==> run_1/met3.png <==
Scale bar: 20 um.
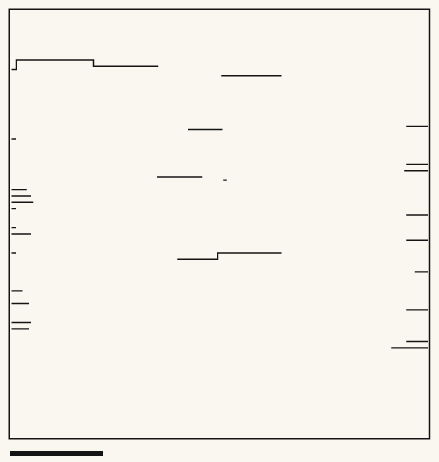
==> run_1/density.png <==
9 x 9 tiles, from white (low) to dark blue (high), 0 to 100% covered.
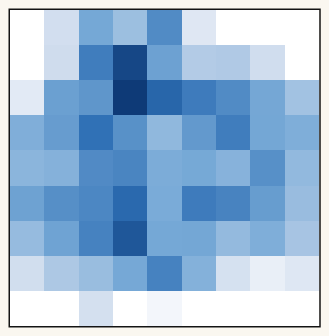
==> run_1/registers.png <==
Scale bar: 20 um. Other sequential cells in the stronger gray, the rest of the logic in the fainter gray.
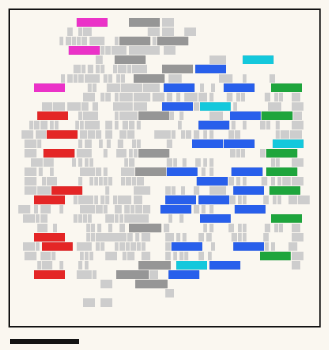
==> run_1/final_placement.png <==
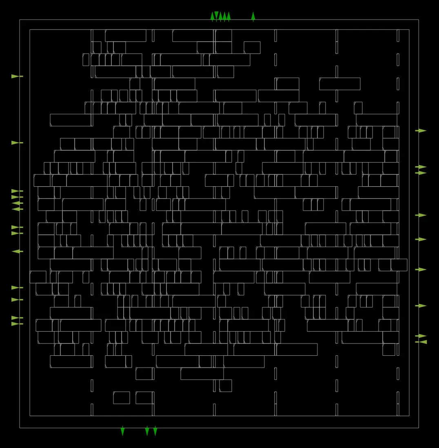
[config.mk]
export PLATFORM = sky130hd
export DESIGN_NAME = stage2_add_ctrl
export DESIGN_NICKNAME = d
export VERILOG_FILES = /design/src/rtl/stage2_pkg.sv /design/src/rtl/ctrl_delay_line.sv /design/src/rtl/stage2_add_ctrl.sv
export SDC_FILE = /design/constraint.sdc
export NUM_CORES = 1
export LEC_CHECK = 0
export ABC_AREA = 1
export ABC_CLOCK_PERIOD_IN_PS = 2500
export CORE_AREA = 2 2 88 90
export CTS_CLUSTER_DIAMETER = 100
export DETAILED_ROUTE_END_ITERATION = 7
export DIE_AREA = 0 0 90 92
export GPL_TIMING_DRIVEN = 0
export HOLD_SLACK_MARGIN = 0.15
export SLEW_MARGIN = 20
export SYNTH_ARGS = -nofsm -noshare
export SYNTH_HDL_FRONTEND = slang
export SYNTH_HIERARCHICAL = 1
export SYNTH_SLANG_ARGS = --single-unit
[constraint.sdc]
create_clock -name clk -period 2.5 [get_ports clk]
set_clock_uncertainty 0.1 [all_clocks]
set_input_delay 0.5 -clock clk [delete_from_list [all_inputs] [get_ports clk]]
set_output_delay 0.5 -clock clk [all_outputs]
set_load 0.05 [all_outputs]
[src/rtl/stage2_pkg.sv]
// Shared definitions for the stage-2 family of frame controllers.
package stage2_pkg;

    // Frame sequencing states common to the stage controllers.
    typedef enum logic [1:0] {
        IDLE  = 2'd0,
        RUN   = 2'd1,
        DRAIN = 2'd2,
        DONE  = 2'd3
    } state_t;

    // Default buffer read latency and adder-tree latency.
    localparam int unsigned DEF_RD_LAT  = 1;
    localparam int unsigned DEF_ADD_LAT = 3;

    // Cycles between a read strobe and the matching result write.
    function automatic int unsigned drain_cycles(input int unsigned rd_lat,
                                                 input int unsigned add_lat);
        return rd_lat + add_lat;
    endfunction

endpackage

[src/rtl/ctrl_delay_line.sv]
// Valid-qualified shift line carrying a strobe and its payload across a fixed latency.
// Payload stages load only when the incoming valid is set, so the output payload
// holds its last qualified value while the output valid is low.
module ctrl_delay_line #(
    parameter int unsigned DEPTH = 4,
    parameter int unsigned WIDTH = 7
) (
    input  logic             clk,
    input  logic             rst_n,
    input  logic             clear,
    input  logic             in_valid,
    input  logic [WIDTH-1:0] in_data,
    output logic             out_valid,
    output logic [WIDTH-1:0] out_data
);

    logic [DEPTH-1:0]            vld;
    logic [DEPTH-1:0][WIDTH-1:0] dat;

    // Shift valids (emptied by clear) and move payloads along with them.
    always_ff @(posedge clk or negedge rst_n) begin
        if (!rst_n) begin
            vld <= '0;
            dat <= '0;
        end else begin
            vld[0] <= in_valid && !clear;
            if (in_valid && !clear) begin
                dat[0] <= in_data;
            end
            for (int unsigned i = 1; i < DEPTH; i++) begin
                vld[i] <= vld[i-1] && !clear;
                if (vld[i-1] && !clear) begin
                    dat[i] <= dat[i-1];
                end
            end
        end
    end

    assign out_valid = vld[DEPTH-1];
    assign out_data  = dat[DEPTH-1];

endmodule

[src/rtl/stage2_add_ctrl.sv]
// Stage-2 adder controller: sequences partial-sum buffer reads for one frame,
// keeps the adder tree enabled until the last read has drained, and issues
// result writes aligned with valid adder output.
module stage2_add_ctrl
    import stage2_pkg::*;
#(
    parameter int unsigned DATA_WIDTH = 16,
    parameter int unsigned ADDR_WIDTH = 7,
    parameter int unsigned RD_LAT     = DEF_RD_LAT,
    parameter int unsigned ADD_LAT    = DEF_ADD_LAT
) (
    input  logic                  clk,
    input  logic                  rst_n,
    input  logic                  start,
    input  logic [ADDR_WIDTH:0]   pix_count,
    input  logic                  abort,
    output logic                  busy,
    output logic                  done,
    output logic                  rd_en,
    output logic [ADDR_WIDTH-1:0] rd_addr,
    output logic                  add_en,
    output logic                  wr_en,
    output logic [ADDR_WIDTH-1:0] wr_addr
);

    localparam int unsigned PIX_W = ADDR_WIDTH + 1;
    // DATA_WIDTH only documents the datapath; it is folded in as zero to keep it referenced.
    localparam int unsigned LAT   = drain_cycles(RD_LAT, ADD_LAT) + 0 * DATA_WIDTH;
    localparam int unsigned CNT_W = $clog2(LAT + 1);

    state_t             state;
    state_t             state_nxt;
    logic [ADDR_WIDTH-1:0] addr_nxt;
    logic [PIX_W-1:0]   pix_q;
    logic [PIX_W-1:0]   pix_nxt;
    logic [CNT_W-1:0]   drain_cnt;
    logic [CNT_W-1:0]   drain_nxt;
    logic               last_addr_c;

    // Current read is the last of the frame; the all-ones clamp prevents address wrap.
    assign last_addr_c = ((PIX_W'(rd_addr) + PIX_W'(1)) >= pix_q) || (&rd_addr);

    // Next-state, read address, latched length and drain counter.
    always_comb begin
        state_nxt = state;
        addr_nxt  = rd_addr;
        pix_nxt   = pix_q;
        drain_nxt = drain_cnt;
        case (state)
            IDLE: begin
                if (start) begin
                    if (pix_count != '0) begin
                        state_nxt = RUN;
                        pix_nxt   = pix_count;
                        addr_nxt  = '0;
                    end else begin
                        state_nxt = DONE;
                    end
                end
            end
            RUN: begin
                if (last_addr_c) begin
                    state_nxt = DRAIN;
                    drain_nxt = '0;
                end else begin
                    addr_nxt = rd_addr + ADDR_WIDTH'(1);
                end
            end
            DRAIN: begin
                if (drain_cnt == CNT_W'(LAT - 1)) begin
                    state_nxt = DONE;
                end else begin
                    drain_nxt = drain_cnt + CNT_W'(1);
                end
            end
            DONE: begin
                state_nxt = IDLE;
            end
            default: begin
                state_nxt = IDLE;
            end
        endcase
        // Abort wins over everything, including a same-cycle start; addresses hold.
        if (abort) begin
            state_nxt = IDLE;
            addr_nxt  = rd_addr;
            pix_nxt   = pix_q;
            drain_nxt = '0;
        end
    end

    // State, counters and registered outputs decoded from the next state.
    always_ff @(posedge clk or negedge rst_n) begin
        if (!rst_n) begin
            state     <= IDLE;
            rd_addr   <= '0;
            pix_q     <= '0;
            drain_cnt <= '0;
            busy      <= 1'b0;
            done      <= 1'b0;
            rd_en     <= 1'b0;
            add_en    <= 1'b0;
        end else begin
            state     <= state_nxt;
            rd_addr   <= addr_nxt;
            pix_q     <= pix_nxt;
            drain_cnt <= drain_nxt;
            busy      <= (state_nxt != IDLE);
            done      <= (state_nxt == DONE);
            rd_en     <= (state_nxt == RUN);
            add_en    <= (state_nxt == RUN) || (state_nxt == DRAIN);
        end
    end

    // Read strobe and address delayed to become the result write strobe and address.
    ctrl_delay_line #(
        .DEPTH (LAT),
        .WIDTH (ADDR_WIDTH)
    ) u_delay (
        .clk       (clk),
        .rst_n     (rst_n),
        .clear     (abort),
        .in_valid  (rd_en),
        .in_data   (rd_addr),
        .out_valid (wr_en),
        .out_data  (wr_addr)
    );

endmodule

==> ds_physical_params.txt, run 1 <==
Characteristics after synthesis and place and route

Parameter                              Value

Route
  Total met3 wirelength after detailed routing    159 um
  Final antenna-violating net count    0
  Vias    2123

STA
  Highest clock rate    425 MHz
  Final-report hold violation count    0
  Final Max-Slew Violation Tally    0
  Rel. slew slack    54.1%
  Clock period minus final worst setup slack    2.35 ns
  Post-layout worst setup margin    0.148 ns

Clocking
  Clock sink count    56
  Number of buffers on the longest clock path    2
  Clk slew on worst S/H paths    0.10 ns
  Number of levels the H-tree was split into    2
  Buffer type at the clock tree root    sky130_fd_sc_hd__clkbuf_8

Logic synthesis
  Adder-cell share of the synthesized area    6.18%
  Cell total in the yosys stat output    338
  Proportion of netlist area held by the largest area contributor    49.4%
  Mapped Cells    338
  Number of different library cells in the post-synthesis netlist    25
  Top comb family, area    simple AND/OR/NAND/NOR gates
  Post-synthesis cell type with the largest instance count    sky130_fd_sc_hd__nand2_1
  Simple Share, Synth    30.2%
  Top cells by area    sky130_fd_sc_hd__dfrtp_1 49%, sky130_fd_sc_hd__nand2_1 15%, sky130_fd_sc_hd__nand3_1 7.8%, sky130_fd_sc_hd__ha_1 6.2%, sky130_fd_sc_hd__inv_1 5.4%
  Proportion of register bits with asynchronous set or reset after synthesis    100%
  Synthesis-stage register bit count    56
  Cell type contributing the most total cell area after synthesis    sky130_fd_sc_hd__dfrtp_1
  List of most frequent post-synthesis cells    114 x sky130_fd_sc_hd__nand2_1, 56 x sky130_fd_sc_hd__dfrtp_1, 44 x sky130_fd_sc_hd__nand3_1
  Compound Share, Synth    3.75%

Critical path
  FF-to-FF path depth    19
  Startpoint of the worst setup timing path    rd_addr[0]
  Classification of the worst setup path    flop to flop
  Startpoint kind of the worst setup timing path    flop
  Critical path peak fanout    8
  Arrival time worst endpoint    2.46 ns

Global route
  First-pass GRT wire length    8960 um
  Global-route track usage on met1    14.1%
  Initial antenna violation count    0
  GR Overflow Total    0
  Overall routing resource usage    13.1%
  Global-route layer with the greatest usage    met2
  Met2 capacity usage during global routing    25.5%

Final layout
  NumNets Final    409
  Final standard cell utilization of the core    47.5%
  Largest register by flop count    u_delay/dat
  Most used cells in the layout excluding fill and tap cells    104 x sky130_fd_sc_hd__nand2_1, 52 x sky130_fd_sc_hd__dfrtp_1, 42 x sky130_fd_sc_hd__nand3_1, 38 x sky130_fd_sc_hd__inv_1, 29 x sky130_fd_sc_hd__clkdlybuf4s50_1

Floorplan
  Vertical extent of the die    92 um
  Core area    7450 um2

Place
  Dpl ws    -0.0441 ns

Pwr
  Overall power after layout    1.88 mW

Run status
  Result of the run    finished, final reports clean
About met3.png:
- share of all routed wire: 3.2%
- nets with wire on the layer: 23

About density.png:
- fullest tile: 96%
- tiles over 75% full: 6.2%
- emptiest ninth of the die: lower right
- mean over tiles: 41%
- nearly empty tiles: 16%

About registers.png:
- cyan: u_delay/vld (flops 4)
- magenta: drain_cnt (flops 3)
- green: u_delay/out_data (flops 7; where middle right)
- red: pix_q (flops 8)
- blue: u_delay/dat (flops 21)

About final_placement.png:
flip-flop and latch share of the layout cell area: 39.8%
number of cell rows: 32

## run 1: critical path: stages (launching register included)
cell and delay, ns:
sky130_fd_sc_hd__dfrtp_2 0.46, sky130_fd_sc_hd__ha_4 0.18, sky130_fd_sc_hd__nand2_2 0.05, sky130_fd_sc_hd__inv_2 0.05
sky130_fd_sc_hd__nand2_4 0.08, sky130_fd_sc_hd__nor2_4 0.04, sky130_fd_sc_hd__nor2_2 0.11, sky130_fd_sc_hd__nor2_1 0.06
sky130_fd_sc_hd__ha_1 0.30, sky130_fd_sc_hd__nand2_2 0.08, sky130_fd_sc_hd__inv_2 0.04, sky130_fd_sc_hd__nand2_2 0.05
sky130_fd_sc_hd__nand2_2 0.04, sky130_fd_sc_hd__nor2_2 0.11, sky130_fd_sc_hd__nand2_2 0.10, sky130_fd_sc_hd__nand2_4 0.09
sky130_fd_sc_hd__buf_8 0.14, sky130_fd_sc_hd__nand2_8 0.07, sky130_fd_sc_hd__nand2_2 0.07, sky130_fd_sc_hd__nand2_1 0.05
## run 1: timing repair
| item | 4_1_cts | 5_1_grt |
|---|---|---|
| endpoints found under the setup margin | 1 | 15 |
| hold endpoints to repair | 0 | 0 |
| pin swaps | 0 | 10 |
| hold buffers | 0 | 0 |
| resized | 0 | 29 |
| buffers inserted | 4 | 4 |
## run 1: area by class of cell
class / count / area, um2
clock buffer: 6 / 82.6
sequential: 56 / 1410
multi-input combinational: 224 / 1250
buffer: 16 / 129
tap: 102 / 128
timing repair buffer: 38 / 365
fill: 759 / 3910
clock inverter: 2 / 15.0
inverter: 42 / 158
## run 1: power by group
group | internal (mW) | total (mW) | switching (mW)
logic | 0.144 | 0.362 | 0.218
clock network | 0.225 | 0.519 | 0.294
registers | 0.966 | 1.00 | 0.0371
==> run_1/cell_classes.png <==
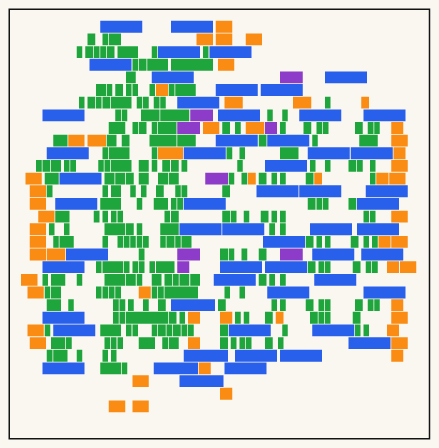

--- run 2 (diff from run 1) ---
CORE_AREA = 2 2 73 75   (was 2 2 88 90)
DIE_AREA = 0 0 75 77   (was 0 0 90 92)
DONT_BUFFER_PORTS = 1   (was unset)
PLACE_DENSITY = 0.72   (was unset)
SYNTH_HIERARCHICAL = unset   (was 1)
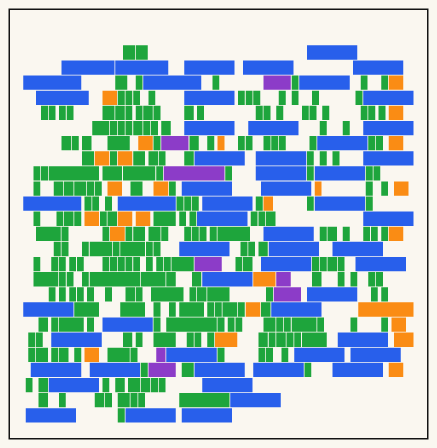
(run_2/cell_classes.png)
- orange: other buffers and delay cells (cells 26; share of their area 7.0%)
- purple: clock drivers and dummy loads (cells 8; share of their area 3.6%)
- green: all other logic (cells 263; share of their area 44%)
- blue: flip-flops (cells 56; share of their area 46%)

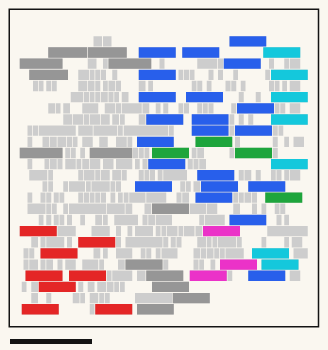
(run_2/registers.png)
Scale bar: 20 um. Other sequential cells in the stronger gray, the rest of the logic in the fainter gray.
- cyan: u_delay.out_data (flops 7)
- magenta: drain_cnt (flops 3)
- green: u_delay.vld (flops 4)
- red: pix_q (flops 8; where lower left)
- blue: u_delay.dat (flops 21)

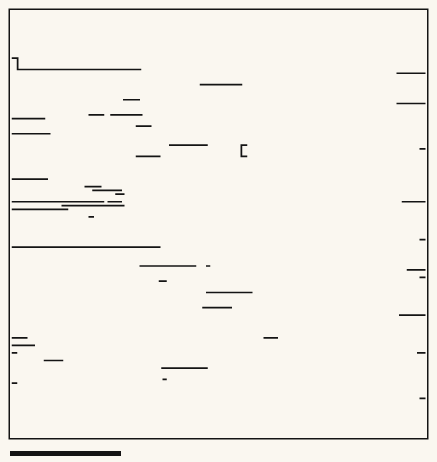
(run_2/met3.png)
Scale bar: 20 um.
- nets with wire on the layer: 35
- wire length on this layer: 227 um

==> ds_physical_params.txt, run 2 <==
Characteristics after synthesis and place and route

Parameter                              Value

STA
  Rel. slew slack    66.0% (+12 points)
  Post-layout worst setup margin    -0.0530 ns (-0.201 ns)
  Highest clock rate    392 MHz (-7.9%)
  Final-report hold violation count    0 (unchanged)
  Sum of negative setup slack    -0.131 ns
  Final setup vio count    5
  Clock period minus final worst setup slack    2.55 ns (+0.201 ns)
  Final Max-Slew Violation Tally    0 (unchanged)

Critical path
  Slowest stage delay, CP    0.61 ns (+0.15 ns)
  Cell chain of the critical path    ha_4 -> buf_4 -> nor2_1 -> nor2_2 -> ha_1 -> nand2_1 -> nor2_1 -> nor2_1 -> nand2_1 -> nand2_1 -> nand2_2 -> nand2_4 -> nand2_4 -> nand2_4 -> ha_4
  Critical path's slowest cell    sky130_fd_sc_hd__dfrtp_4
  Critical path peak fanout    7 (-1)
  Endpoint type of the worst setup path    flop
  Startpoint kind of the worst setup timing path    flop
  Arrival time worst endpoint    2.67 ns (+0.21 ns)
  Classification of the worst setup path    flop to flop

Place
  Dpl ws    -0.214 ns (-0.169 ns)
  HPWL after DPL    3390 um
  Port Buffer Count    0
  GPL Wtd Cong    0.810

Floorplan
  Number of well taps    70 (-31%)
  Vertical extent of the die    77 um (-16%)
  Top Ports    31
  Number of cell rows    26 (-19%)
  Starting density of the core    54.1%
  Core area    4980 um2 (-33%)

Route
  Total iterations of the first detailed-routing run    4
  Average vias per placed instance    4.89
  Aggregate routed wire length    5190 um
  Final antenna-violating net count    0 (unchanged)
  Vias    2070 (-2.5%)

Final layout
  Number of flip-flops and latches    56 (unchanged)
  Count of inverters not on the clock network in the layout    51 (+21%)
  Most used cells in the layout excluding fill and tap cells    119 x sky130_fd_sc_hd__nand2_1, 49 x sky130_fd_sc_hd__dfrtp_1, 43 x sky130_fd_sc_hd__inv_1, 19 x sky130_fd_sc_hd__buf_4
  Filler cell count    420 (-45%)
  Final standard cell utilization of the core    63.9% (+16 points)
  Clock buffers    5 (-1)
  Comb gate area    1150 um2 (-8.0%)
  Area-dominant class    sequential cells
  Final design area excluding fillers    3180 um2
  Signal buffers share of area    6.77% (-7.2 points)
  Fin cells    423
  Most instantiated logic cell after routing    sky130_fd_sc_hd__nand2_1
  Diodes inserted    0
  Layout buffer count excluding clock buffers    26 (-52%)
  Proportion of layout cells with a drive suffix above 1    20.4%
  Comb_multi_in    212 (-5.4%)
  Largest register by flop count    u_delay.dat
  Clock buffers and inverters, area share    3.50% (+0.74 points)
  Registers with the most flip-flops    u_delay.dat: 21 flops, pix_q: 8 flops
  Combinational share of cell area    36.2% (+0.81 points)
  Area used by sequential logic in the layout    1420 um2 (+0.98%)
  Flip-flop and latch share of the layout cell area    44.6% (+4.9 points)
  NumNets Final    378 (-7.6%)

Logic synthesis
  Number of different library cells in the post-synthesis netlist    24 (-4.0%)
  Proportion of register bits with asynchronous set or reset after synthesis    100% (unchanged)
  Post-synth design cell area    2690 um2
  Synthesized area per cell    8.14 um2
  Top cells by area    sky130_fd_sc_hd__dfrtp_1 52%, sky130_fd_sc_hd__nand2_1 18%, sky130_fd_sc_hd__inv_1 6.7%, sky130_fd_sc_hd__ha_1 6.5%, sky130_fd_sc_hd__o21ai_0 3.2%
  Count of flip-flops with a built-in enable after synthesis    0
  Proportion of netlist area held by the largest area contributor    52.0% (+2.6 points)
  Cell total in the yosys stat output    331 (-2.1%)
  Yosys synthesis warning count    0
  Cell type contributing the most total cell area after synthesis    sky130_fd_sc_hd__dfrtp_1
  Mapped Cells    331 (-2.1%)
  List of most frequent post-synthesis cells    127 x sky130_fd_sc_hd__nand2_1, 56 x sky130_fd_sc_hd__dfrtp_1, 48 x sky130_fd_sc_hd__inv_1
  Post-synthesis cell type with the largest instance count    sky130_fd_sc_hd__nand2_1
  Synthesis-stage register bit count    56 (unchanged)

Clocking
  Number of levels the H-tree was split into    2 (unchanged)
  Source-to-sink clock delay at the later pin of the worst-skew pair    0.31 ns
  Number of CTS-inserted buffers    5
  Number of buffers on the longest clock path    2 (unchanged)
  Clock tree from TritonCTS    yes
  Buffer type at the clock tree root    sky130_fd_sc_hd__clkbuf_8
  Clock sink count    56 (unchanged)
  Clk slew on worst S/H paths    0.10 ns (about the same)

Run status
  Result of the run    finished, violations left
  Violated checks    negative setup slack

Global route
  Initial antenna violation count    0 (unchanged)
  Overall routing resource usage    20.0% (+6.8 points)
  Via count of the first global-routing pass    2027
  GR Overflow Total    0 (unchanged)
  First-pass GRT wire length    8840 um (-1.4%)
  Largest net degree at the start of global routing    57

Pwr
  Leakage power    1.75 nW
  Power density normalized to cell area    695 nW/um2
  Overall power after layout    2.21 mW (+17%)

Flow run
  Total number of warnings across the stage logs    30
-- run 2: cells by family after synthesis --
family / Yosys count / share of synthesized area, %
and+or+nand+nor: 173 / 26.0
buffers and inverters: 63 / 10.2
DFF: 56 / 52.0
AOI/OAI and AO/OA: 24 / 4.97
adders and majority gates: 14 / 6.50
xor gates and xnor gates: 1 / 0.325
-- run 2: final timing paths --
check	cells after the start	start	slack, ns	to
worst max-delay path	15	rd_addr[0]	-0.05	add_en
worst min-delay path	2	pix_count[7]	0.23	pix_q[7]
worst max register to register	15	rd_addr[0]	-0.05	add_en
worst min register to register	2	u_delay.dat[14]	0.37	u_delay.out_data[0]
max in group asynchronous	2	rst_n	1.44	rd_addr[2]
min in group asynchronous	2	rst_n	0.61	u_delay.out_data[0]
-- run 2: layer usage --
layer | part of all wire, % | global-route usage [%] | vias to the layer above | wire length [um]
met1 | 44 | 24.5 | 958 | 2310
met4 | 2.2 | 10.9 | 0 | 116
met5 | 0 | 0 | - | 0
li1 | - | - | 1038 | -
met3 | 4.4 | 5.26 | 12 | 226
met2 | 49 | 31.3 | 62 | 2540
-- run 2: worst max-delay path, delay by kind of cell (launching register included) --
family        cells  cell delay, ns
simple gates     11            0.88
flops             1            0.61
fa+ha+maj         3            0.72
buf+inv           1            0.12
-- run 2: power by group --
group | total (mW) | switching [mW] | internal, mW | leakage [nW]
Combinational | 0.447 | 0.283 | 0.165 | 0.955
Clock | 0.591 | 0.294 | 0.297 | 0.0541
Sequential | 1.17 | 0.149 | 1.02 | 0.743
Total | 2.21 | 0.725 | 1.48 | 1.75
-- run 2: repair_timing --
item / CTS / global route
gates resized: 17 / 19
pin swaps: 6 / 12
setup endpoints to repair: 14 / 16
hold buffers: 2 / 0
setup buffers: 10 / 2
endpoints found under the hold margin: 56 / 0
--- run 3 (diff from run 2) ---
SLEW_MARGIN = 25   (was 20)
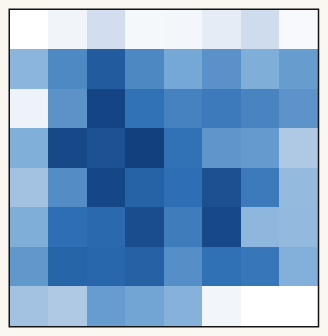
(run_3/density.png)
8 x 8 tiles, from white (low) to dark blue (high), 0 to 100% covered.
- mean over tiles: 54%
- nearly empty tiles: 4.7%
- tiles over 75% full: 22%

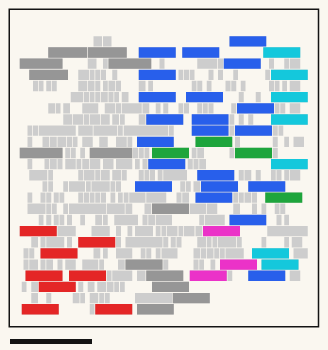
(run_3/registers.png)
Scale bar: 20 um. Other sequential cells in the stronger gray, the rest of the logic in the fainter gray.
- red: pix_q (flops 8; where lower left)
- magenta: drain_cnt (flops 3)
- cyan: u_delay.out_data (flops 7)
- green: u_delay.vld (flops 4)
- blue: u_delay.dat (flops 21)

==> ds_physical_params.txt, run 3 <==
Characteristics after synthesis and place and route

Parameter                              Value

Run status
  Result of the run    finished, violations left
  Violated checks    negative setup slack

Global route
  Overall routing resource usage    20.0% (unchanged)
  First-pass GRT wire length    8840 um (unchanged)
  GR Overflow Total    0 (unchanged)
  Largest net degree at the start of global routing    57 (unchanged)
  Via count of the first global-routing pass    2027 (unchanged)

Final layout
  Fin cells    423 (unchanged)
  NumNets Final    378 (unchanged)
  Final design area excluding fillers    3180 um2 (unchanged)
  Registers with the most flip-flops    u_delay.dat: 21 flops, pix_q: 8 flops
  Filler cell count    420 (unchanged)
  Diodes inserted    0 (unchanged)
  Most instantiated logic cell after routing    sky130_fd_sc_hd__nand2_1

Place
  Dpl ws    -0.214 ns (unchanged)
  GPL Wtd Cong    0.810 (unchanged)

Floorplan
  Starting density of the core    54.1% (unchanged)
  Top Ports    31 (unchanged)
  Number of cell rows    26 (unchanged)

Critical path
  Endpoint type of the worst setup path    flop
  Critical path peak fanout    7 (unchanged)
  Startpoint kind of the worst setup timing path    flop
  Critical path's slowest cell    sky130_fd_sc_hd__dfrtp_4
  Cell chain of the critical path    ha_4 -> buf_4 -> nor2_1 -> nor2_2 -> ha_1 -> nand2_1 -> nor2_1 -> nor2_1 -> nand2_1 -> nand2_1 -> nand2_2 -> nand2_4 -> nand2_4 -> nand2_4 -> ha_4
  Slowest stage delay, CP    0.61 ns (about the same)
  Buffers plus inverters on the worst setup path    1 (unchanged)

Logic synthesis
  Count of flip-flops with a built-in enable after synthesis    0 (unchanged)
  Proportion of register bits with asynchronous set or reset after synthesis    100% (unchanged)
  Yosys synthesis warning count    0 (unchanged)
  Cell type contributing the most total cell area after synthesis    sky130_fd_sc_hd__dfrtp_1
  Cell total in the yosys stat output    331 (unchanged)
  Post-synthesis cell type with the largest instance count    sky130_fd_sc_hd__nand2_1
  List of most frequent post-synthesis cells    127 x sky130_fd_sc_hd__nand2_1, 56 x sky130_fd_sc_hd__dfrtp_1, 48 x sky130_fd_sc_hd__inv_1
  Synthesized area per cell    8.14 um2 (unchanged)
  Top cells by area    sky130_fd_sc_hd__dfrtp_1 52%, sky130_fd_sc_hd__nand2_1 18%, sky130_fd_sc_hd__inv_1 6.7%, sky130_fd_sc_hd__ha_1 6.5%, sky130_fd_sc_hd__o21ai_0 3.2%

Route
  Average vias per placed instance    4.89 (unchanged)
  Total iterations of the first detailed-routing run    4 (unchanged)
  Vias    2070 (unchanged)
  Aggregate routed wire length    5190 um (unchanged)
  Final antenna-violating net count    0 (unchanged)

Pwr
  Leakage power    1.75 nW (unchanged)
  Overall power after layout    2.21 mW (unchanged)

Clocking
  Clock sink count    56 (unchanged)
  Hold buffer count at CTS    2 (unchanged)
  Cell resize tally after clock tree synthesis    17 (unchanged)
  Clk slew on worst S/H paths    0.10 ns (about the same)

STA
  Final setup vio count    5 (unchanged)
  Post-layout worst setup margin    -0.0530 ns (unchanged)
  Final Max-Slew Violation Tally    0 (unchanged)
  Rel. slew slack    66.0% (unchanged)
  Sum of negative setup slack    -0.131 ns (unchanged)
  Highest clock rate    392 MHz (unchanged)

Min path
  Hold_sp    pix_count[7]
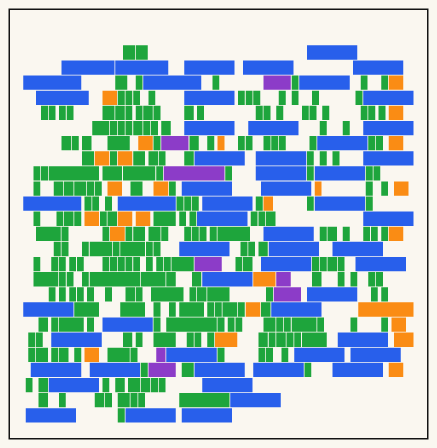
(run_3/cell_classes.png)
- orange: other buffers and delay cells (cells 26; share of their area 7.0%)
- green: all other logic (cells 263; share of their area 44%)
- blue: flip-flops (cells 56; share of their area 46%)
- purple: clock drivers and dummy loads (cells 8; share of their area 3.6%)

run 3: cell counts after synthesis:
Identical to the previous run, type by type.
run 3: cell families (layout without fill, tap and decap cells):
logic type | count (synthesis) | count (layout) | synth area share [%]
XOR/XNOR | 1 | 1 | 0.325
buffers and inverters | 63 | 85 | 10.2
AND/OR/NAND/NOR | 173 | 173 | 26.0
adder cells (fa/ha/maj) | 14 | 14 | 6.50
flip-flops | 56 | 56 | 52.0
AND-OR/OR-AND | 24 | 24 | 4.97
run 3: worst paths after layout:
path	to	slack (ns)	cells past startpoint
worst max-delay path	add_en	-0.05	15
max in group asynchronous	rd_addr[2]	1.44	2
worst max register to register	add_en	-0.05	15
min in group asynchronous	u_delay.out_data[0]	0.61	2
worst min-delay path	pix_q[7]	0.23	2
worst min register to register	u_delay.out_data[0]	0.37	2
run 3: per-layer routing:
layer | GRT usage, % | vias to the layer above | wire [um]
met2 | 31.3 | 62 | 2540
met4 | 10.9 | 0 | 116
met3 | 5.26 | 12 | 226
met1 | 24.5 | 958 | 2310
li1 | - | 1038 | -
met5 | 0 | - | 0
run 3: cell type report:
cell class                 instances  area, um2  share of cell area [%]
multi-input combinational        212       1150                    36.2
clock buffer                       5       68.8                    2.16
sequential                        56       1420                    44.6
buffer                            12       83.8                    2.64
clock inverter                     3       42.5                    1.34
tap                               70       87.6                    2.75
timing repair buffer              14        131                    4.13
inverter                          51        194                    6.10
run 3: where the power goes:
| group | switching, mW | total (mW) | internal (mW) |
|---|---|---|---|
| logic | 0.283 | 0.447 | 0.165 |
| registers | 0.149 | 1.17 | 1.02 |
| clock network | 0.294 | 0.591 | 0.297 |
| total | 0.725 | 2.21 | 1.48 |
Power figures rest on the tool's default switching activity, not on a simulated workload.
